## src/rtl/axi_read_arbiter.sv

```systemverilog
// axi_read_arbiter: merges icache/dcache AXI3 read streams onto one AR/R channel, one burst in flight
module axi_read_arbiter #(
    parameter logic [3:0] I_ID    = 4'd0,
    parameter logic [3:0] D_ID    = 4'd1,
    parameter logic [7:0] MAX_LEN = 8'd15
) (
    input  logic        aclk,
    input  logic        aresetn,
    input  logic [31:0] i_araddr,
    input  logic [7:0]  i_arlen,
    input  logic [2:0]  i_arsize,
    input  logic        i_arvalid,
    output logic        i_arready,
    output logic [31:0] i_rdata,
    output logic        i_rlast,
    output logic        i_rvalid,
    input  logic        i_rready,
    input  logic [31:0] d_araddr,
    input  logic [7:0]  d_arlen,
    input  logic [2:0]  d_arsize,
    input  logic        d_arvalid,
    output logic        d_arready,
    output logic [31:0] d_rdata,
    output logic        d_rlast,
    output logic        d_rvalid,
    input  logic        d_rready,
    output logic [3:0]  arid,
    output logic [31:0] araddr,
    output logic [7:0]  arlen,
    output logic [2:0]  arsize,
    output logic [1:0]  arburst,
    output logic [1:0]  arlock,
    output logic [3:0]  arcache,
    output logic [2:0]  arprot,
    output logic        arvalid,
    input  logic        arready,
    input  logic [3:0]  rid,
    input  logic [31:0] rdata,
    input  logic [1:0]  rresp,
    input  logic        rlast,
    input  logic        rvalid,
    output logic        rready,
    output logic        rd_err
);
    typedef enum logic [1:0] {IDLE, ADDR, DATA} state_t;
    state_t      state_q, state_d;
    logic        owner_q, owner_d, last_q, last_d;
    logic [3:0]  arid_q, arid_d;
    logic [31:0] araddr_q, araddr_d;
    logic [7:0]  arlen_q, arlen_d, cnt_q, cnt_d, sel_len;
    logic [2:0]  arsize_q, arsize_d;
    logic        err_q, err_d;
    logic        pick_d, in_data, beat;
    assign pick_d  = d_arvalid && (!i_arvalid || !last_q);
    assign sel_len = pick_d ? d_arlen : i_arlen;
    assign in_data = state_q == DATA;
    assign rready  = in_data && (owner_q ? d_rready : i_rready);
    assign beat    = in_data && rvalid && rready;
    // Next state: grant in IDLE, wait for arready in ADDR, count and check beats in DATA
    always_comb begin
        state_d  = state_q;
        owner_d  = owner_q;
        last_d   = last_q;
        arid_d   = arid_q;
        araddr_d = araddr_q;
        arlen_d  = arlen_q;
        arsize_d = arsize_q;
        cnt_d    = cnt_q;
        err_d    = err_q;
        case (state_q)
            IDLE: if (i_arvalid || d_arvalid) begin
                state_d  = ADDR;
                owner_d  = pick_d;
                last_d   = pick_d;
                arid_d   = pick_d ? D_ID : I_ID;
                araddr_d = pick_d ? d_araddr : i_araddr;
                arlen_d  = sel_len;
                arsize_d = pick_d ? d_arsize : i_arsize;
                err_d    = err_q || (sel_len > MAX_LEN);
            end
            ADDR: if (arready) begin
                state_d = DATA;
                cnt_d   = '0;
            end
            DATA: if (beat) begin
                cnt_d   = cnt_q + 8'd1;
                state_d = rlast ? IDLE : DATA;
                err_d   = err_q || (rlast != (cnt_q == arlen_q)) ||
                          (rid != (owner_q ? D_ID : I_ID)) || (rresp != 2'b00);
            end
            default: state_d = IDLE;
        endcase
    end
    // State and AR payload registers
    always_ff @(posedge aclk or negedge aresetn) begin
        if (!aresetn) begin
            state_q  <= IDLE;
            owner_q  <= 1'b0;
            last_q   <= 1'b0;
            arid_q   <= '0;
            araddr_q <= '0;
            arlen_q  <= '0;
            arsize_q <= '0;
            cnt_q    <= '0;
            err_q    <= 1'b0;
        end else begin
            state_q  <= state_d;
            owner_q  <= owner_d;
            last_q   <= last_d;
            arid_q   <= arid_d;
            araddr_q <= araddr_d;
            arlen_q  <= arlen_d;
            arsize_q <= arsize_d;
            cnt_q    <= cnt_d;
            err_q    <= err_d;
        end
    end
    // Grant pulses are masked by reset so nothing is accepted while held in reset
    assign i_arready = aresetn && state_q == IDLE && i_arvalid && !pick_d;
    assign d_arready = aresetn && state_q == IDLE && pick_d;
    assign arvalid   = state_q == ADDR;
    assign arid      = arid_q;
    assign araddr    = araddr_q;
    assign arlen     = arlen_q;
    assign arsize    = arsize_q;
    assign arburst   = 2'b01;
    assign arlock    = 2'b00;
    assign arcache   = 4'b0000;
    assign arprot    = 3'b000;
    assign i_rvalid  = in_data && !owner_q && rvalid;
    assign i_rdata   = (in_data && !owner_q) ? rdata : '0;
    assign i_rlast   = in_data && !owner_q && rlast;
    assign d_rvalid  = in_data && owner_q && rvalid;
    assign d_rdata   = (in_data && owner_q) ? rdata : '0;
    assign d_rlast   = in_data && owner_q && rlast;
    assign rd_err    = err_q;
endmodule

```

## config.mk

```make
export PLATFORM = sky130hd
export DESIGN_NAME = axi_read_arbiter
export DESIGN_NICKNAME = d
export VERILOG_FILES = /design/src/rtl/axi_read_arbiter.sv
export SDC_FILE = /design/constraint.sdc
export NUM_CORES = 1
export LEC_CHECK = 0
export ABC_CLOCK_PERIOD_IN_PS = 1650
export CORE_MARGIN = 2
export CORE_UTILIZATION = 30
export DETAILED_ROUTE_END_ITERATION = 10
export GPL_ROUTABILITY_DRIVEN = 0
export PLACE_DENSITY = 0.74
export SLEW_MARGIN = 15
export SYNTH_ARGS = -nofsm -noshare
export SYNTH_HDL_FRONTEND = slang
export SYNTH_SLANG_ARGS = --single-unit
```

## constraint.sdc

```tcl
create_clock -name aclk -period 1.65 [get_ports aclk]
set_input_delay 0.33 -clock aclk [delete_from_list [all_inputs] [get_ports aclk]]
set_output_delay 0.33 -clock aclk [all_outputs]
set_load 0.005 [all_outputs]
```

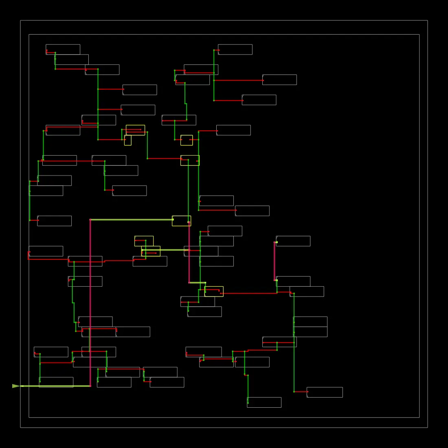
Fig. 1. The clock network (run 1).
worst skew pair latency: 310 ps
TritonCTS Buffers: 5
Clock group: 0.812 mW

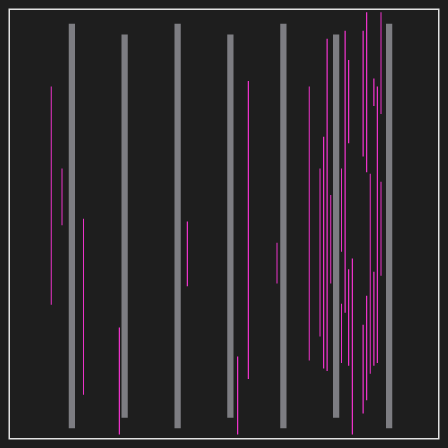
Fig. 2. Metal 4 (run 1).
Supply wires on this layer in grey.
The layer carries 1070 um of wire. The longest straight run is 85.0 um.

==> job_summary.md, run 1 <==
### Metrics collected by this job

| Metric | Value |
|---|---|
| Non-filler instance count after layout | 838 |
| Peak VDD IR | 957 uV |
| Setup TNS | -20660 ps |
| Met1 Usage GRT | 0.261 |
| Post-Synthesis Cells | 381 |
| Grt met2 use | 0.493 |
| Routed WL | 17.9 mm |
| Failing checks | negative setup slack |
| Synth Cell Area | 3360 um2 |
| CP delay by family, top | buffers and inverters |
| Clock transition at path regs | 110 ps |
| Most used DFF post-synth | dfrtp_1 |
| Core area | 10900 um2 |
| Router iterations before antenna repair | 4 |
| Post-synthesis sequential area ratio | 0.409 |
| Synth logic family | simple AND/OR/NAND/NOR gates |
| Synth async-reset ratio | 1.00 |
| Critical path arrival | 1620 ps |
| Combinational Power Share | 0.711 |
| Vias per inst | 5.10 |
| Path category of the worst min-delay check | in -> async |
| Crit path buffers/inverters | 5 |
| Number of core rows | 38 |
| Drc violations | 0 |
| Met3 wire len | 1.29 mm |
| Pwr Density | 1460 nW/um2 |
| Final min period | 1950 ps |
| Top sig layer | met4 |
| Syn Area/Cell | 8.82 um2 |
| FP Core Util | 0.309 |
| Pre-CTS setup slack | -630 ps |
| Most frequent logic cell in the layout | clkdlybuf4s50_1 |
| Hold_buf cts | 1 |
| Top power group | combinational logic |
| Die Ht | 110 um |
| Area fraction in mux cells | 0.134 |
| Post-layout period usage of the worst path | 1.18 |
| Outcome | complete, but fails checks |
| # nets final | 829 |
| Clock sinks | 55 |
| Fmax achieved | 0.513 GHz |
| Total global-route track usage | 0.265 |
| Fin worst setup slack | -299 ps |
| Commonest cells post-synth | dfrtp_1, nor2_1, a21oi_1 |
| Share of post-route cells with drive strength above 1 | 0.471 |
| Flop+latch power | 2.51 mW |
| Final Hold Violation Tally | 0 |
| XOR Share, Synth | 0.0261 |
| Flops & latches, synth | 55 |
| Combinational Power | 8.15 mW |
| Slowest Stage Delay on Critical Path | 440 ps |
| Vias in the first global route | 4294 |
| Slew headroom | 0.529 |
| Area delta synth->final | 134% |
| M1 WL | 5.92 mm |
| Worst path slowest cell | dfrtp_1 |
| Distinct lib cells | 33 |
| Dpl cells | 771 |
| CP max FO | 8 |
| Largest register FFs | 32 |
| Internal | 7.14 mW |
| First-pass GRT wire length | 23.8 mm |
| Die Size | 12100 um2 |
| PostCTS Resize Cnt | 397 |
| Fin util | 0.723 |
| Final Instance Area | 7870 um2 |
| Chip area estimate from yosys synthesis | 3360 um2 |
| Top cell area share | 0.409 |
| DRT antenna net count | 0 |
| Root Buffer | clkbuf_8 |
| R2R Path Start | last_q |
| Yosys cell count | 381 |
| # Post-CTS Setup Buffers | 38 |
| Crit path top cell by count | buf_6 |
| Register Area | 1380 um2 |
| Worst EP required | 1320 ps |
| Drt initial violations | 270 |
| Final setup viols | 121 |
| Logic area | 2480 um2 |
| Crit Path Class | reg -> out |
| Post-synth top area cell | dfrtp_1 |
| Fillers | 745 |
| Max Cap Violations | 0 |
| DPL Wire Length | 10.4 mm |
| Clock Skew | 14.3 ps |
| GRT overflow | 0 |
| Number of enable flip-flop cells | 0 |
| RSZ-0062 raised after global routing | true |
| Power after layout | 11.5 mW |
| CP Cell Sequence | inv_2 -> nand2_4 -> nor2_4 -> buf_6 -> buf_6 -> buf_16 -> and2_4 -> buf_6 |
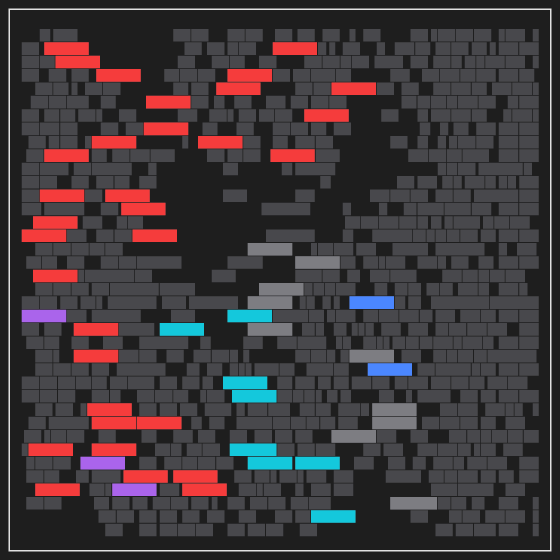
Fig. 3. Register map, names as in the netlist (run 1).
Other sequential cells in the stronger grey, the rest of the logic in the fainter grey.
Key: blue = `state_q` [placed flops 2]; cyan = `arlen` [placed flops 8, where bottom middle]; purple = `arsize` [placed flops 3]; red = `araddr` [placed flops 32]
Another 10 sequential cells are not coloured.

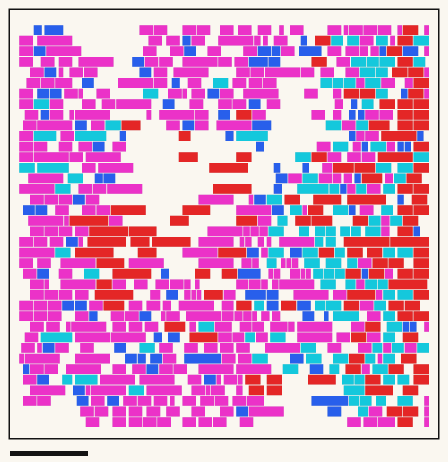
Fig. 4. Sizing map (run 1).
Scale bar: 20 um.
Key: cyan = drive 3 to 4 [cells 115]; blue = drive 2 [cells 97, most used a21oi_2]; magenta = drive 1 or less [cells 368, most used clkdlybuf4s50_1]; red = drive 6 and up [cells 116, most used buf_6]

## run 1: layout make-up
cell class / count / area share
clock buffers: 6 / 0.0105
repair buffers: 338 / 0.472
flip-flops and latches: 55 / 0.175
inverters: 3 / 0.00175
multi-input cells: 292 / 0.316
clock inverters: 2 / 0.00175
diodes: 2 / 0.000636
well taps: 140 / 0.0223
## run 1: worst max path at each step
stage / from / to / slack [ps] / depth (start not counted)
final: state_q[0] / i_rdata[13] / -300 / 8
after global routing: state_q[0] / i_rdata[13] / -350 / 8
after CTS: state_q[0] / d_rdata[6] / -310 / 6
after detailed placement: i_arvalid / i_arready / -630 / 5
after global placement: i_arvalid / i_arready / -640 / 5
after floorplan: state_q[0] / i_rdata[10] / 110 / 6
==> run 2, diff against run 1 <==
--- a/config.mk
+++ b/config.mk
@@ -7,10 +7,11 @@
 export LEC_CHECK = 0
 export ABC_CLOCK_PERIOD_IN_PS = 1650
 export CORE_MARGIN = 2
-export CORE_UTILIZATION = 30
+export CORE_UTILIZATION = 34
 export DETAILED_ROUTE_END_ITERATION = 10
 export GPL_ROUTABILITY_DRIVEN = 0
-export PLACE_DENSITY = 0.74
+export HOLD_SLACK_MARGIN = 0.08
+export PLACE_DENSITY = 0.82
 export SLEW_MARGIN = 15
 export SYNTH_ARGS = -nofsm -noshare
 export SYNTH_HDL_FRONTEND = slang
==> job_summary.md, run 2 <==
### Metrics collected by this job

| Metric | Value |
|---|---|
| PostCTS Resize Cnt | 318 |
| Area delta synth->final | 120% |
| Top power group | combinational logic |
| Clock transition at path regs | 110 ps |
| RSZ-0062 raised after global routing | true |
| Max Cap Violations | 0 |
| Crit path to | i_rdata[18] |
| Flops & latches, synth | 55 |
| Number of enable flip-flop cells | 0 |
| Path category of the worst min-delay check | in -> async |
| FFs & Latches | 55 |
| XOR Share, Synth | 0.0261 |
| Clk cell area share | 0.0151 |
| TritonCTS Buffers | 5 |
| Routed WL | 16.1 mm |
| Worst EP required | 1320 ps |
| Failing checks | negative setup slack |
| Combinational Power Share | 0.677 |
| # nets final | 812 |
| Flop+latch power | 2.44 mW |
| Commonest cells post-synth | dfrtp_1, nor2_1, a21oi_1 |
| Tapcells | 133 |
| Total global-route track usage | 0.227 |
| Combinational Power | 7.07 mW |
| Fin util | 0.763 |
| Final setup viols | 125 |
| DPL Wire Length | 9.60 mm |
| Share of post-route cells with drive strength above 1 | 0.392 |
| Slew headroom | 0.560 |
| Post-synth top area cell | dfrtp_1 |
| Crit Path Class | reg -> out |
| NonClk Buf Share | 0.467 |
| Power after layout | 10.4 mW |
| Post-Synthesis Cells | 381 |
| Syn Area/Cell | 8.82 um2 |
| Post-synthesis sequential area ratio | 0.409 |
| Chip area estimate from yosys synthesis | 3360 um2 |
| Outcome | complete, but fails checks |
| Drt initial violations | 103 |
| Dpl cells | 763 |
| # Post-CTS Setup Buffers | 16 |
| Internal | 6.56 mW |
| Distinct lib cells | 33 |
| GRT overflow | 0 |
| Fin worst setup slack | -316 ps |
| CP max FO | 8 |
| Final min period | 1970 ps |
| Yosys cell count | 381 |
| Register Area | 1380 um2 |
| Combinational share of cell area | 0.307 |
| Final Hold Violation Tally | 0 |
| Most frequent logic cell in the layout | clkdlybuf4s50_1 |
| Fillers | 631 |
| Peak VDD IR | 831 uV |
| Largest register FFs | 32 |
| Diode count | 0 |
| Die Size | 10700 um2 |
| DRT antenna net count | 0 |
| Pwr Density | 1410 nW/um2 |
| Synth Cell Area | 3360 um2 |
| Final Instance Area | 7390 um2 |
| Core area | 9680 um2 |
| Synth logic family | simple AND/OR/NAND/NOR gates |
| Die Ht | 103 um |
| Non-filler instance count after layout | 812 |
| Final-layout clock buffer total | 6 |
| Router iterations before antenna repair | 6 |
| Vias per inst | 5.09 |
| FP Core Util | 0.347 |
| Most used DFF post-synth | dfrtp_1 |
| Clock sinks | 55 |
| Number of non-clock inverters | 3 |
| Root Buffer | clkbuf_8 |
-- run 2: cell count changes in the layout (fill, tap and decap cells not counted), moves of 6 or more --
cell / delta
and3_4: +6
and2_1: +11
a21oi_1: +27
nor2_1: +8
buf_8: -7
and3_1: -6
a21oi_2: -25
mux2i_1: +6
clkbuf_16: +6
buf_16: -9
and2_4: -11
-- run 2: metal layers --
metal,global-route usage,part of all wire,up-vias
li1,-,-,1883
met2,0.432,0.55,234
met5,0,0,-
met4,0.0941,0.032,0
met3,0.0739,0.090,35
met1,0.225,0.33,1985
-- run 2: worst max-delay path, cell delays in order, from the launching register on --
cell	delay [ps]
dfrtp_1	410
buf_6	130
inv_4	50
nand2_4	50
nor2_4	130
buf_6	160
clkbuf_16	160
and2_4	150
buf_6	90
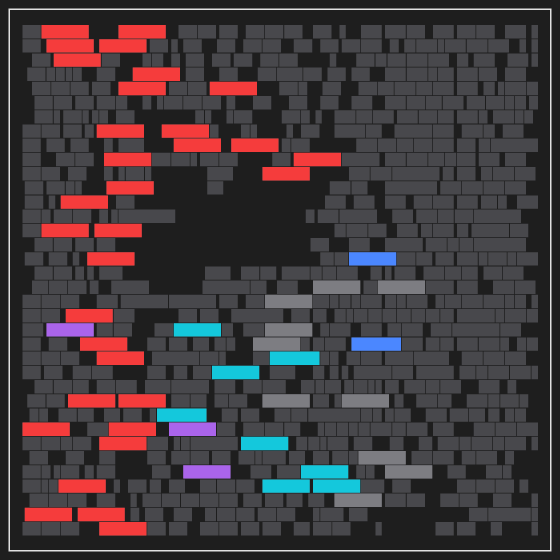
Fig. 5. Register map, names as in the netlist (run 2).
Other sequential cells in the stronger grey, the rest of the logic in the fainter grey.
Key: blue = `state_q` [placed flops 2]; cyan = `arlen` [placed flops 8, where bottom middle]; purple = `arsize` [placed flops 3]; red = `araddr` [placed flops 32]

==> run 3, diff against run 2 <==
--- a/config.mk
+++ b/config.mk
@@ -7,11 +7,10 @@
 export LEC_CHECK = 0
 export ABC_CLOCK_PERIOD_IN_PS = 1650
 export CORE_MARGIN = 2
-export CORE_UTILIZATION = 34
+export CORE_UTILIZATION = 24
 export DETAILED_ROUTE_END_ITERATION = 10
 export GPL_ROUTABILITY_DRIVEN = 0
 export HOLD_SLACK_MARGIN = 0.08
-export PLACE_DENSITY = 0.82
 export SLEW_MARGIN = 15
 export SYNTH_ARGS = -nofsm -noshare
 export SYNTH_HDL_FRONTEND = slang
==> job_summary.md, run 3 <==
### Metrics collected by this job

| Metric | Value |
|---|---|
| Fin worst setup slack | -231 ps |
| Diode count | 0 |
| Grt met2 use | 0.364 |
| Router iterations before antenna repair | 4 |
| Commonest cells post-synth | dfrtp_1, nor2_1, a21oi_1 |
| CP Cell Sequence | buf_6 -> inv_4 -> nand2_4 -> nor2_4 -> buf_6 -> clkbuf_16 -> and2_1 -> buf_2 |
| Final setup viols | 121 |
| First-pass GRT wire length | 21.3 mm |
| Met3 GRT Util | 0.0581 |
| Final-layout clock buffer total | 5 |
| Critical path arrival | 1550 ps |
| Final Hold Violation Tally | 0 |
| Synth async-reset ratio | 1.00 |
| PostCTS Resize Cnt | 285 |
| Met3 wire len | 1.38 mm |
| Clock group | 1.41 mW |
| Worst path slowest cell | dfrtp_1 |
| Slowest Stage Delay on Critical Path | 410 ps |
| Vias in the first global route | 4042 |
| Combinational share of cell area | 0.318 |
| Area delta synth->final | 140% |
| FFs & Latches | 55 |
| Synth Cell Area | 3360 um2 |
| Top cell area share | 0.409 |
| Number of core rows | 43 |
| Buffers excl. clock | 342 |
| Worst skew pair latency | 300 ps |
| Pre-CTS setup slack | -388 ps |
| Flops & latches, synth | 55 |
| Final min period | 1880 ps |
| Chip area estimate from yosys synthesis | 3360 um2 |
| Register Area | 1380 um2 |
| Failing checks | negative setup slack |
| Core area | 13800 um2 |
| Hold_buf cts | 0 |
| NonClk Buf Share | 0.457 |
| Drc violations | 0 |
| GRT overflow | 0 |
| Crit path top cell by count | buf_6 |
| DPL Wire Length | 10.1 mm |
| Fin util | 0.586 |
| Sequential share of cell area | 0.171 |
| Outcome | complete, but fails checks |
| DRT antenna net count | 0 |
| Total global-route track usage | 0.186 |
| Non-filler instance count after layout | 879 |
| Distinct lib cells | 33 |
| Synth logic family | simple AND/OR/NAND/NOR gates |
| M1 WL | 5.07 mm |
[run 3: cell types whose count changed in the layout (fill, tap and decap cells not counted), moves of 6 or more]
cell,before,now
nor2_1,30,5
a21oi_2,17,46
nor2_4,17,44
and3_1,11,17
clkdlybuf4s15_2,4,10
and3_4,27,21
a21oi_1,33,3
[run 3: final timing paths]
path                             from         end  slack (ps)  cells past startpoint
setup / recovery           state_q[0]     i_rlast        -230                      8
max in group asynchronous     aresetn  state_q[1]         880                      2
setup reg to reg           state_q[0]   araddr[8]        -180                     11
min in group aclk            cnt_q[7]    cnt_q[7]         540                      1
hold / removal                aresetn    cnt_q[5]         260                      2
hold reg to reg              cnt_q[7]    cnt_q[7]         540                      1
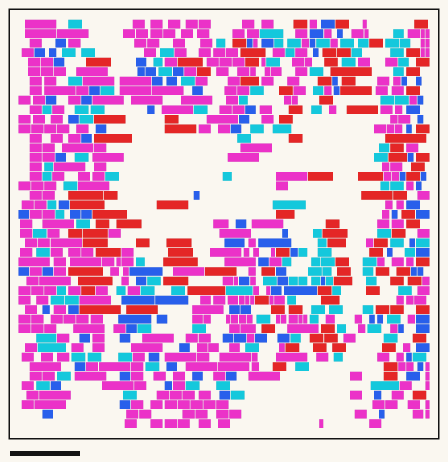
Fig. 6. Sizing map (run 3).
Scale bar: 20 um.
Key: magenta = drive 1 or less [cells 365, most used clkdlybuf4s50_1]; red = drive 6 and up [cells 107, most used buf_6]; cyan = drive 3 to 4 [cells 119, most used nor2_4]; blue = drive 2 [cells 108, most used a21oi_2]


==> notes/layouts.md <==
Pictures saved along the way, in no particular order.

Routed clock nets over the placement.
Scale bar: 20 um.
panel A
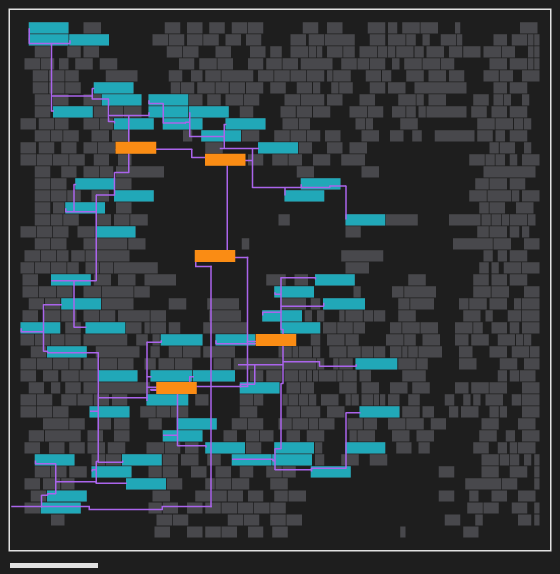
panel B
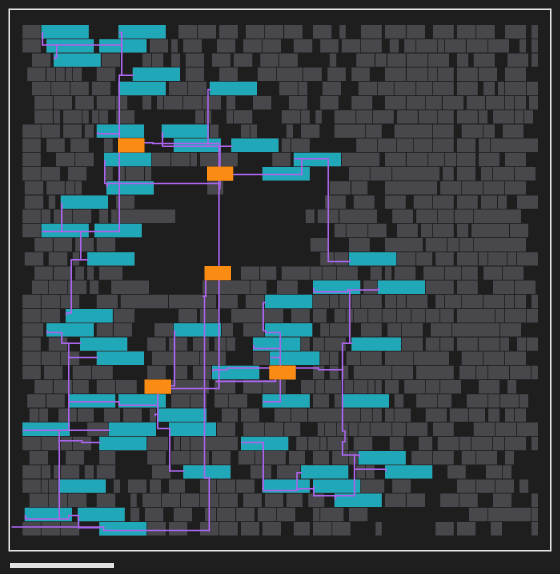
panel C
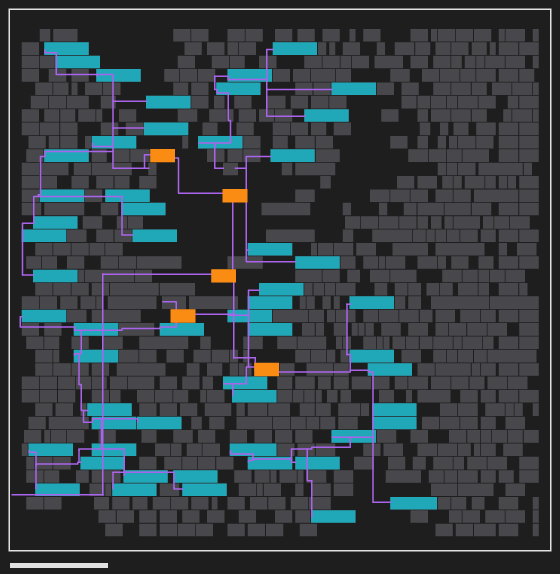
Of these, largest die: panel A
Run 2 is panel B.
Run 1 is panel C.
Run 3 is panel A.

Power and IR drop assume default switching activity.
